<file path="src/rtl/mmio_command_host.sv">
// mmio_command_host: turns a valid/ready command stream into MMIO host requests and returns one response per command.
// A silent target is abandoned after TIMEOUT_CYCLES request cycles and reported as an error response.
module mmio_command_host #(
    parameter int TIMEOUT_CYCLES = 1024,
    parameter int COUNT_WIDTH    = 16
) (
    input  logic                   clock,
    input  logic                   reset,
    input  logic                   cmd_valid,
    output logic                   cmd_ready,
    input  logic                   cmd_write,
    input  logic [31:0]            cmd_index,
    input  logic [31:0]            cmd_data,
    output logic                   rsp_valid,
    input  logic                   rsp_ready,
    output logic                   rsp_write,
    output logic                   rsp_error,
    output logic [31:0]            rsp_data,
    output logic [COUNT_WIDTH-1:0] timeout_count,
    output logic                   read_req,
    output logic [31:0]            read_index,
    input  logic                   read_ack,
    input  logic [31:0]            read_data,
    output logic                   write_req,
    output logic [31:0]            write_index,
    output logic [31:0]            write_data,
    input  logic                   write_ack
);
    localparam int WW = $clog2(TIMEOUT_CYCLES);
    typedef enum logic [1:0] {IDLE, READ, WRITE, RESPOND} state_t;
    state_t                 r_state;
    state_t                 w_next;
    logic                   r_write;
    logic                   r_error;
    logic [31:0]            r_index;
    logic [31:0]            r_data;
    logic [31:0]            r_rdata;
    logic [WW-1:0]          r_wait;
    logic [COUNT_WIDTH-1:0] r_tcount;
    logic                   w_busy;
    logic                   w_ack;
    logic                   w_expire;
    assign w_busy   = (r_state == READ) || (r_state == WRITE);
    assign w_ack    = ((r_state == READ) && read_ack) || ((r_state == WRITE) && write_ack);
    // an ack on the threshold cycle takes priority over the timeout
    assign w_expire = w_busy && !w_ack && (r_wait == WW'(TIMEOUT_CYCLES - 1));
    always_ff @(posedge clock or posedge reset) begin
        if (reset) r_state <= IDLE;
        else       r_state <= w_next;
    end
    always_comb begin
        w_next = r_state;
        case (r_state)
            IDLE:        if (cmd_valid) w_next = cmd_write ? WRITE : READ;
            READ, WRITE: if (w_ack || w_expire) w_next = RESPOND;
            RESPOND:     if (rsp_ready) w_next = IDLE;
            default:     w_next = IDLE;
        endcase
    end
    // requests decode from state only, so they drop the cycle after the ack
    always_comb begin
        cmd_ready   = r_state == IDLE;
        rsp_valid   = r_state == RESPOND;
        read_req    = r_state == READ;
        write_req   = r_state == WRITE;
        read_index  = read_req  ? r_index : '0;
        write_index = write_req ? r_index : '0;
        write_data  = write_req ? r_data  : '0;
    end
    always_ff @(posedge clock or posedge reset) begin
        if (reset) begin
            r_write  <= 1'b0;
            r_error  <= 1'b0;
            r_index  <= '0;
            r_data   <= '0;
            r_rdata  <= '0;
            r_wait   <= '0;
            r_tcount <= '0;
        end else if (r_state == IDLE) begin
            if (cmd_valid) begin
                r_write <= cmd_write;
                r_index <= cmd_index;
                r_data  <= cmd_data;
                r_wait  <= '0;
            end
        end else if (w_busy) begin
            if (w_ack) begin
                r_rdata <= (r_state == READ) ? read_data : '0;
                r_error <= 1'b0;
            end else if (w_expire) begin
                r_rdata <= '0;
                r_error <= 1'b1;
                if (!(&r_tcount)) r_tcount <= r_tcount + COUNT_WIDTH'(1);
            end else begin
                r_wait <= r_wait + WW'(1);
            end
        end
    end
    assign rsp_write     = r_write;
    assign rsp_error     = r_error;
    assign rsp_data      = r_rdata;
    assign timeout_count = r_tcount;
endmodule

</file>
<file path="config.mk">
export PLATFORM = sky130hd
export DESIGN_NAME = mmio_command_host
export DESIGN_NICKNAME = d
export VERILOG_FILES = /design/src/rtl/mmio_command_host.sv
export SDC_FILE = /design/constraint.sdc
export NUM_CORES = 1
export LEC_CHECK = 0
export CORE_MARGIN = 10
export CORE_UTILIZATION = 40
export DETAILED_ROUTE_END_ITERATION = 8
export HOLD_SLACK_MARGIN = 0.15
export PLACE_DENSITY = 0.75
export SLEW_MARGIN = 25
export SYNTH_ARGS = -nofsm -noshare
export SYNTH_HDL_FRONTEND = slang
export SYNTH_SLANG_ARGS = --single-unit
</file>
<file path="constraint.sdc">
create_clock -name clock -period 10.52 [get_ports clock]
set_input_delay 3.156 -clock clock [delete_from_list [all_inputs] [get_ports clock]]
set_output_delay 3.156 -clock clock [all_outputs]
set_load 0.005 [all_outputs]
</file>
==> impl_metrics.xml, run 1 <==
<?xml version="1.0" encoding="UTF-8"?>
<metrics>
  <group name="status">
    <metric name="outcome" unit="">finished, final reports clean</metric>
  </group>
  <group name="setup_path">
    <metric name="cp_slowest_stage_delay" unit="ns">0.54</metric>
    <metric name="worstPathCellList" unit="">inv_1 &gt; ha_4 &gt; and2_1 &gt; clkdlybuf4s50_1</metric>
    <metric name="regToRegEndpoint" unit="">r_wait[3]</metric>
    <metric name="sum_of_buffers_and_inverters_on_the_critical_path" unit="">2</metric>
    <metric name="worst-setup-path-type" unit="">reg -&gt; out</metric>
    <metric name="worstSetupStartpoint" unit="">r_state[0]</metric>
    <metric name="critPathArrivalTime" unit="ns">2.24</metric>
    <metric name="r2r_slack" unit="ns">7.91</metric>
    <metric name="cp_max_fo" unit="">66</metric>
  </group>
  <group name="detailed_routing">
    <metric name="first_iter_violations" unit="">154</metric>
    <metric name="vias_per_cell" unit="">5.04</metric>
  </group>
  <group name="layout">
    <metric name="layout_top_cells" unit="">252 x sky130_fd_sc_hd__clkdlybuf4s50_1, 126 x sky130_fd_sc_hd__dfrtp_1, 97 x sky130_fd_sc_hd__and2_1</metric>
    <metric name="antenna_cells" unit="">0</metric>
    <metric name="final_instance_area" unit="um2">8930</metric>
    <metric name="design.final.nets" unit="">834</metric>
    <metric name="dominant-cell-class" unit="">registers</metric>
    <metric name="areaGrowthSynthToFinish" unit="%">57.0</metric>
  </group>
  <group name="logic_synthesis">
    <metric name="ys_sh_adder" unit="%">1.32</metric>
    <metric name="synth.top_cells.by_area" unit="">sky130_fd_sc_hd__dfrtp_1 55%, sky130_fd_sc_hd__mux2_2 13%, sky130_fd_sc_hd__and2_1 11%, sky130_fd_sc_hd__a22o_1 5.1%, sky130_fd_sc_hd__xnor2_1 1.8%</metric>
    <metric name="ys_types" unit="">35</metric>
    <metric name="largest_area_cell" unit="">sky130_fd_sc_hd__dfrtp_1</metric>
    <metric name="ys_async_sr_fraction" unit="%">100</metric>
    <metric name="warning_count_from_the_yosys_run" unit="">0</metric>
    <metric name="syn_avg_cell_area" unit="um2">11.9</metric>
    <metric name="simple_gate_fraction_of_synth_area" unit="%">16.8</metric>
  </group>
  <group name="cts">
    <metric name="cell_at_the_root_of_the_clock_tree" unit="">sky130_fd_sc_hd__clkbuf_16</metric>
    <metric name="numCtsBuffers" unit="">17</metric>
    <metric name="h-tree-depth" unit="">4</metric>
    <metric name="post_cts_buffers" unit="">0</metric>
    <metric name="cts_repair_resize_count" unit="">0</metric>
  </group>
  <group name="power">
    <metric name="share_of_power_burned_in_combinational_logic" unit="%">43.6</metric>
    <metric name="leakage" unit="nW">3.74</metric>
    <metric name="cellPowerDensity" unit="nW/um2">271</metric>
    <metric name="top_power_group" unit="">combinational cells</metric>
    <metric name="sw_frac_of_total" unit="%">29.9</metric>
  </group>
  <group name="placed_design">
    <metric name="post-dp-hpwl" unit="um">13100</metric>
  </group>
  <group name="global_route">
    <metric name="grt_max_degree" unit="">79</metric>
    <metric name="grt_pass1_vias" unit="">4971</metric>
  </group>
  <group name="floorplan">
    <metric name="chipArea" unit="um2">19400</metric>
    <metric name="initCoreUtil" unit="%">40.8</metric>
    <metric name="die_height" unit="um">139</metric>
    <metric name="num_rows" unit="">43</metric>
  </group>
  <group name="final_timing">
    <metric name="layout_worst_path_cycle_share" unit="%">51.3</metric>
    <metric name="timing_max_transition_violations_final" unit="">0</metric>
  </group>
</metrics>
-- run 1: layer usage --
metal / global-route usage (%) / up-vias
met5: 0 / -
met4: 6.75 / 0
met3: 8.37 / 26
met2: 28.9 / 224
met1: 20.3 / 2225
li1: - / 2148
-- run 1: per-stage QoR --
stage | setup WS, ns | std cells | hold WS, ns
after floorplan | 4.01 | 478 | 0.465
after global placement | 5.26 | 886 | 0.478
after detailed placement | 5.14 | 886 | 0.474
after CTS | 4.70 | 917 | 0.487
after global routing | 4.95 | 917 | 0.508
final | 5.12 | 917 | 0.495
-- run 1: synth_stat cells, types with 2 or more instances --
cell	count
sky130_fd_sc_hd__nand4_1	6
sky130_fd_sc_hd__a21oi_1	7
sky130_fd_sc_hd__and3_1	4
sky130_fd_sc_hd__and4_1	2
sky130_fd_sc_hd__o21ai_1	2
sky130_fd_sc_hd__a31oi_1	4
sky130_fd_sc_hd__a22o_1	33
sky130_fd_sc_hd__xor2_1	2
sky130_fd_sc_hd__dfrtp_1	126
sky130_fd_sc_hd__or3_1	2
sky130_fd_sc_hd__nor3_2	2
sky130_fd_sc_hd__xnor2_1	12
sky130_fd_sc_hd__nor3_1	2
sky130_fd_sc_hd__mux2_2	65
sky130_fd_sc_hd__nor2_1	14
sky130_fd_sc_hd__clkbuf_1	24
sky130_fd_sc_hd__o21ai_0	13
sky130_fd_sc_hd__and2_1	97
sky130_fd_sc_hd__o22a_1	2
sky130_fd_sc_hd__a31o_2	2
sky130_fd_sc_hd__nand2_1	17
sky130_fd_sc_hd__inv_1	9
sky130_fd_sc_hd__ha_1	6
sky130_fd_sc_hd__nand3_1	14
-- run 1: registers in the layout, indices dropped and copies added, names as in the netlist --
signal,flops
r_data,32
r_wait,10
timeout_count,16
r_state,2
rsp_data,32
rsp_write,1
r_index,32
rsp_error,1
==> run_1/power_grid.png <==
Pins as bars on the die edge. Tap cells in grey.
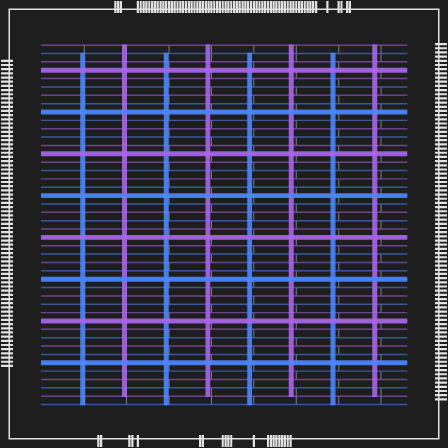
purple -> VDD
blue -> VSS
met1 rails = 44
signal pins = 253
met4 straps = 8

==> run_1/clk_routes.png <==
The bar under the picture is 50 um long.
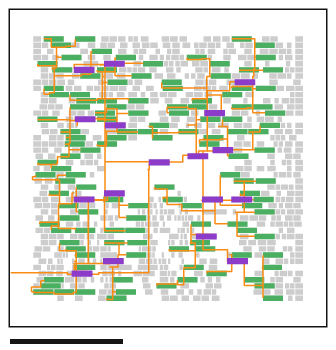
purple -> clock drivers  # count 17
green -> flip-flops  # count 126
orange -> clock wires  # length 1590 um
flops lie = spread over the die

==> run_1/clocks.png <==
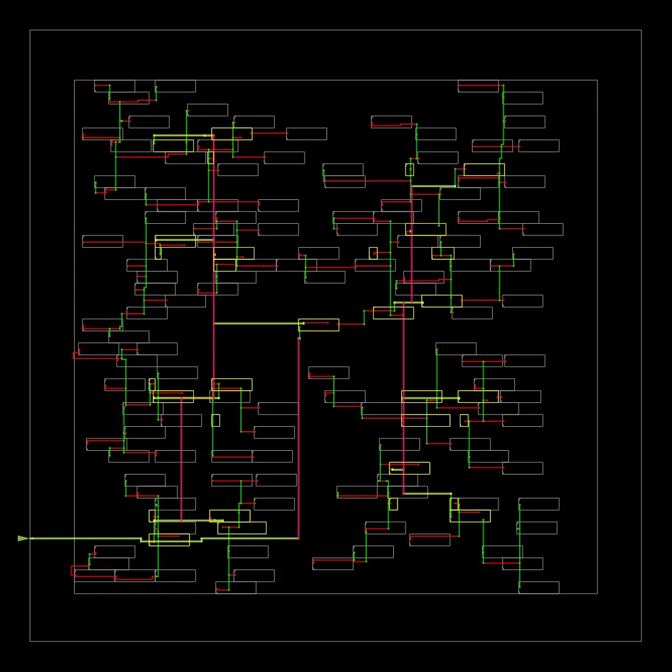
power dissipated in the clock network: 0.554 mW
total of clock buffers placed in the layout: 23

==> run_1/logic_types.png <==
The bar under the picture is 50 um long.
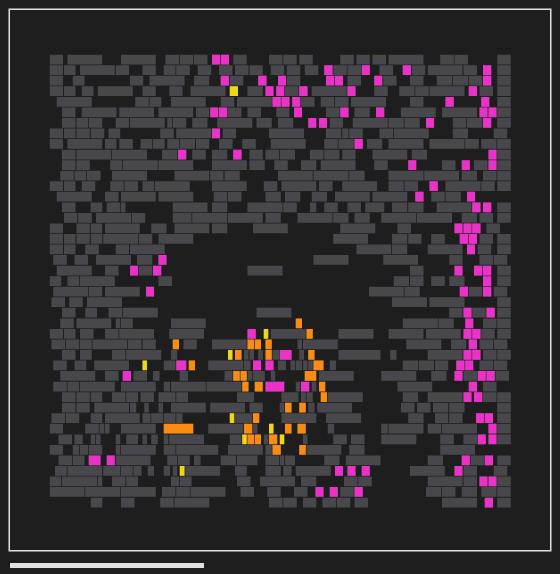

==> run 2: changes to the inputs <==
--- a/config.mk
+++ b/config.mk
@@ -6,7 +6,7 @@
 export NUM_CORES = 1
 export LEC_CHECK = 0
 export CORE_MARGIN = 10
-export CORE_UTILIZATION = 40
+export CORE_UTILIZATION = 38
 export DETAILED_ROUTE_END_ITERATION = 8
 export HOLD_SLACK_MARGIN = 0.15
 export PLACE_DENSITY = 0.75
==> constraint.sdc (replaced) <==
create_clock -name clock -period 4.8 [get_ports clock]
set_input_delay 1.44 -clock clock [delete_from_list [all_inputs] [get_ports clock]]
set_output_delay 1.44 -clock clock [all_outputs]
set_load 0.005 [all_outputs]
==> run_2/logic_types.png <==
The bar under the picture is 50 um long.
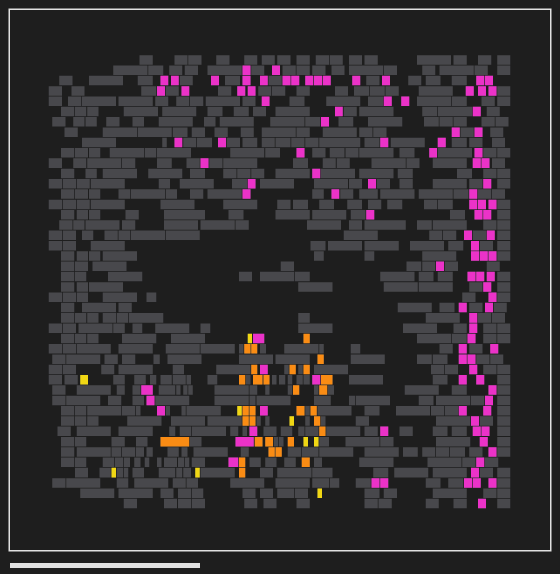
yellow -> inverters  # cells 9
magenta -> AND and OR gates  # cells 106
orange -> inverting AOI/OAI gates  # cells 30, where bottom centre

==> run_2/clk_routes.png <==
The bar under the picture is 50 um long.
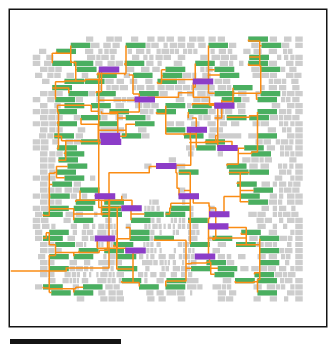
green -> flip-flops  # count 126
orange -> clock wires  # length 1590 um
purple -> clock drivers  # count 17
routed clock nets = 18
flops lie = spread over the die

==> run 2 against run 1 <==
Against the previous run: clock skew up 0.0059 ns; setup slack worse by 4.1 ns; critical endpoint is now write_index[16]; clock power up 130%; critical path depth up 1; hold slack about the same; total power up 120%; synthesized cell count unchanged; wire length down 2.3%; combinational power up 120%; largest cell class unchanged; register-to-register slack worse by 5.7 ns.
==> impl_metrics.xml, run 2 <==
<?xml version="1.0" encoding="UTF-8"?>
<metrics>
  <group name="status">
    <metric name="outcome" unit="">finished, final reports clean</metric>
  </group>
  <group name="floorplan">
    <metric name="die_height" unit="um">142</metric>
    <metric name="num_rows" unit="">44</metric>
    <metric name="initCoreUtil" unit="%">39.0</metric>
  </group>
  <group name="cts">
    <metric name="cell_at_the_root_of_the_clock_tree" unit="">sky130_fd_sc_hd__clkbuf_16</metric>
    <metric name="h-tree-depth" unit="">4</metric>
    <metric name="cts_repair_resize_count" unit="">0</metric>
    <metric name="post_cts_buffers" unit="">0</metric>
  </group>
  <group name="placed_design">
    <metric name="post-dp-hpwl" unit="um">13000</metric>
    <metric name="numPlacedInstances" unit="">893</metric>
  </group>
  <group name="setup_path">
    <metric name="worstPathCellList" unit="">inv_1 &gt; ha_1 &gt; buf_4 &gt; and2_1 &gt; clkdlybuf4s50_1</metric>
    <metric name="cp_slowest_stage_delay" unit="ns">0.52</metric>
    <metric name="regToRegEndpoint" unit="">timeout_count[4]</metric>
    <metric name="cp_max_fo" unit="">66</metric>
    <metric name="critPathArrivalTime" unit="ns">2.29</metric>
    <metric name="r2r_slack" unit="ns">2.19</metric>
    <metric name="worstSetupStartpoint" unit="">r_state[0]</metric>
  </group>
  <group name="layout">
    <metric name="layout_top_cells" unit="">252 x sky130_fd_sc_hd__clkdlybuf4s50_1, 126 x sky130_fd_sc_hd__dfrtp_1, 97 x sky130_fd_sc_hd__and2_1</metric>
    <metric name="areaGrowthSynthToFinish" unit="%">58.1</metric>
    <metric name="stdcell_count" unit="">926</metric>
  </group>
  <group name="power">
    <metric name="leakage" unit="nW">3.76</metric>
    <metric name="cellPowerDensity" unit="nW/um2">598</metric>
  </group>
  <group name="global_route">
    <metric name="grt_max_degree" unit="">67</metric>
    <metric name="grt_pass1_vias" unit="">4889</metric>
  </group>
  <group name="logic_synthesis">
    <metric name="largest_area_cell" unit="">sky130_fd_sc_hd__dfrtp_1</metric>
    <metric name="floorplan.nets" unit="">587</metric>
    <metric name="ys_types" unit="">35</metric>
    <metric name="ys_async_sr_fraction" unit="%">100</metric>
    <metric name="synth.top_cells.by_area" unit="">sky130_fd_sc_hd__dfrtp_1 55%, sky130_fd_sc_hd__mux2_2 13%, sky130_fd_sc_hd__and2_1 11%, sky130_fd_sc_hd__a22o_1 5.1%, sky130_fd_sc_hd__xnor2_1 1.8%</metric>
    <metric name="warning_count_from_the_yosys_run" unit="">0</metric>
  </group>
  <group name="detailed_routing">
    <metric name="vias_per_cell" unit="">4.99</metric>
    <metric name="first_iter_violations" unit="">189</metric>
  </group>
  <group name="final_timing">
    <metric name="layout_worst_path_cycle_share" unit="%">77.7</metric>
    <metric name="rsz0062_at_grt" unit="">false</metric>
    <metric name="timing_max_transition_violations_final" unit="">0</metric>
  </group>
</metrics>
run 2: cell counts after synthesis:
Identical to the previous run, type by type.
run 2: power breakdown:
part	internal [mW]	switching, mW	total [mW]
combinational	1.43	0.865	2.30
sequential	1.50	0.279	1.78
clock	0.831	0.469	1.30
total	3.77	1.61	5.38
run 2: metal layers:
layer	GRT usage (%)	wire (um)	vias up
li1	-	-	2152
met1	19.0	6960	2245
met3	7.01	1960	15
met2	26.0	7910	207
met5	0	18	-
met4	5.43	176	2
run 2: cell families after synthesis:
family	Yosys count	share of synthesized area (%)
AND-OR/OR-AND	67	8.84
adder cells (fa/ha/maj)	6	1.32
XOR/XNOR	14	2.15
AND/OR/NAND/NOR	164	16.8
multiplexers	66	13.0
flip-flops	126	55.4
buffers and inverters	35	2.44
run 2: critical path, delay by kind of cell, from the launching register on:
family,cells,cell delay [ns]
AND/OR/NAND/NOR,1,0.24
flip-flops,1,0.42
buffers and inverters,3,1.06
adder cells (fa/ha/maj),1,0.14
run 2: cell type report:
cell class	instances	share of cell area [%]
diodes	1	0.0278
clock buffers	19	4.92
clock inverters	13	1.84
inverters	9	0.403
multi-input cells	317	26.8
flip-flops and latches	126	35.0
well taps	184	2.56
repair buffers	257	28.5
run 2: through the flow:
| step | hold slack, ns | setup WS, ns | cell area [um2] |
|---|---|---|---|
| floorplan | 0.465 | 0.00406 | 5690 |
| global placement | 0.479 | 1.31 | 8380 |
| detailed placement | 0.486 | 1.26 | 8380 |
| CTS | 0.499 | 0.818 | 8990 |
| global route | 0.502 | 0.928 | 8990 |
| finish | 0.496 | 1.07 | 9000 |
==> run_2/placement_by_type.png <==
The bar under the picture is 50 um long.
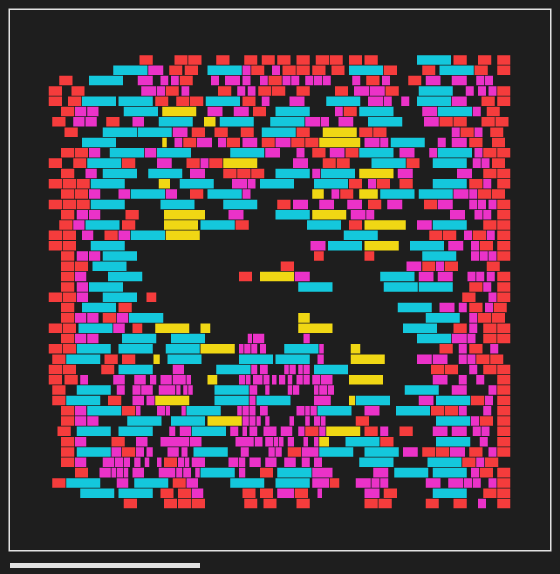

==> run 3: changes to the inputs <==
--- a/config.mk
+++ b/config.mk
@@ -6,7 +6,7 @@
 export NUM_CORES = 1
 export LEC_CHECK = 0
 export CORE_MARGIN = 10
-export CORE_UTILIZATION = 38
+export CORE_UTILIZATION = 40
 export DETAILED_ROUTE_END_ITERATION = 8
 export HOLD_SLACK_MARGIN = 0.15
 export PLACE_DENSITY = 0.75
==> constraint.sdc (replaced) <==
create_clock -name clock -period 3.65 [get_ports clock]
set_input_delay 1.095 -clock clock [delete_from_list [all_inputs] [get_ports clock]]
set_output_delay 1.095 -clock clock [all_outputs]
set_load 0.005 [all_outputs]
==> run_3/placement_by_type.png <==
The bar under the picture is 50 um long.
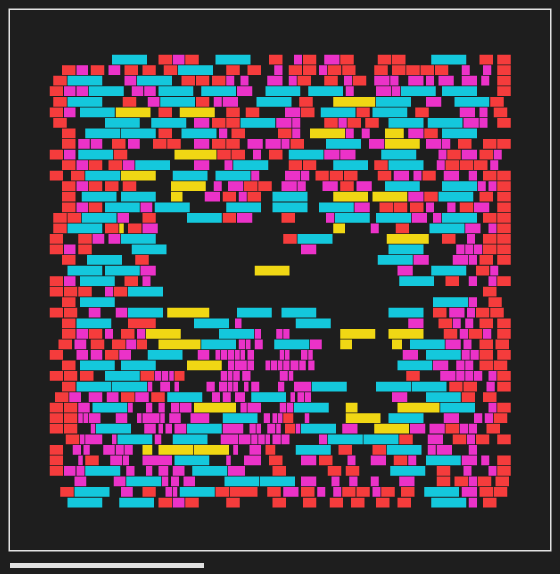
yellow -> clock drivers and dummy loads  # cells 32
cyan -> flops  # cells 126
magenta -> combinational and other logic  # cells 326
red -> other buffers and delay cells  # cells 259

==> run 3 against run 2 <==
Against the previous run: global-route usage rose by 1.7 points; critical path depth did not move; final cell count fell by 0.32%; hold slack got worse by 0.0022 ns; total power rose by 38%; sequential share of layout area fell by 0.49 points; wire length rose by 2.6%; critical endpoint is now read_index[1]; largest cell class unchanged.
==> impl_metrics.xml, run 3 <==
<?xml version="1.0" encoding="UTF-8"?>
<metrics>
  <group name="status">
    <metric name="outcome" unit="">finished, final reports clean</metric>
  </group>
  <group name="final_timing">
    <metric name="timing_max_transition_violations_final" unit="">0</metric>
    <metric name="layout_worst_path_cycle_share" unit="%">91.4</metric>
    <metric name="final_critical_path_setup_slack" unit="ns">0.314</metric>
  </group>
  <group name="power">
    <metric name="sw_frac_of_total" unit="%">28.9</metric>
    <metric name="leakage" unit="nW">3.82</metric>
    <metric name="share_of_power_burned_in_combinational_logic" unit="%">41.7</metric>
  </group>
  <group name="detailed_routing">
    <metric name="dr_wl_met2" unit="um">8120</metric>
    <metric name="route.met3.wl" unit="um">1810</metric>
  </group>
  <group name="setup_path">
    <metric name="regToRegEndpoint" unit="">timeout_count[4]</metric>
    <metric name="critical_path_depth" unit="">5</metric>
  </group>
  <group name="floorplan">
    <metric name="die_height" unit="um">139</metric>
    <metric name="initCoreUtil" unit="%">40.8</metric>
    <metric name="num_rows" unit="">43</metric>
  </group>
  <group name="global_route">
    <metric name="grt_max_degree" unit="">74</metric>
    <metric name="grtUsageMet2" unit="%">28.4</metric>
    <metric name="grt_most_used_layer" unit="">met2</metric>
  </group>
  <group name="layout">
    <metric name="areaGrowthSynthToFinish" unit="%">60.3</metric>
    <metric name="final_instance_area" unit="um2">9120</metric>
    <metric name="stdcell_count" unit="">923</metric>
  </group>
  <group name="cts">
    <metric name="cts_repair_resize_count" unit="">0</metric>
    <metric name="post_cts_buffers" unit="">0</metric>
  </group>
  <group name="logic_synthesis">
    <metric name="floorplan.nets" unit="">587</metric>
    <metric name="ys_types" unit="">35</metric>
  </group>
  <group name="placed_design">
    <metric name="place_worst_setup_slack" unit="ns">0.472</metric>
  </group>
</metrics>
==> run_3/clk_routes.png <==
The bar under the picture is 50 um long.
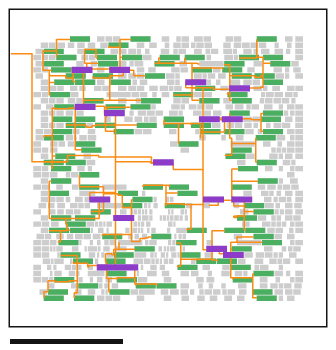
purple -> clock drivers  # count 17
orange -> clock wires  # length 1580 um
green -> flip-flops  # count 126
routed clock nets = 18
flops lie = spread over the die

==> run 3: cell types whose count changed in the layout (fill, tap and decap cells not counted), sizes merged <==
cell	change
inv	-1
diode	-1
clkinvlp	-1
bufinv	+4
buf	+2
clkinv	-2
==> run 3: final cells by class <==
type	count	area, um2	area share [%]
multi-input combinational	317	2400	26.4
tap	180	225	2.47
inverter	9	37.5	0.411
clock buffer	19	443	4.85
clock inverter	13	260	2.85
timing repair buffer	259	2600	28.5
sequential	126	3150	34.6
==> run 3: cells by family (layout without fill, tap and decap cells) <==
group	Yosys count	count (layout)	share of synthesized area [%]
adders and majority gates	6	6	1.32
and+or+nand+nor	164	164	16.8
AOI/OAI and AO/OA	67	67	8.84
DFF	126	126	55.4
muxes	66	66	13.0
xor gates and xnor gates	14	14	2.15
buffers and inverters	35	300	2.44
==> run 3: worst min-delay path by stage <==
stage | from | to | slack, ns
floorplan | r_wait[8] | r_wait[8] | 0.46
global placement | r_data[29] | r_data[29] | 0.48
detailed placement | r_data[13] | r_data[13] | 0.49
CTS | r_data[13] | r_data[13] | 0.50
global route | r_data[14] | r_data[14] | 0.50
finish | r_data[25] | r_data[25] | 0.49
==> run 3: worst register-to-register path: stages (launching register included) <==
cell                      delay, ns
sky130_fd_sc_hd__dfrtp_1       0.40
sky130_fd_sc_hd__inv_1         0.08
sky130_fd_sc_hd__ha_1          0.28
sky130_fd_sc_hd__a22o_1        0.32
sky130_fd_sc_hd__or4b_4        0.55
sky130_fd_sc_hd__a31oi_4       0.34
sky130_fd_sc_hd__nand4_1       0.19
sky130_fd_sc_hd__xnor2_1       0.17
Power is estimated from default activity; no workload was simulated.
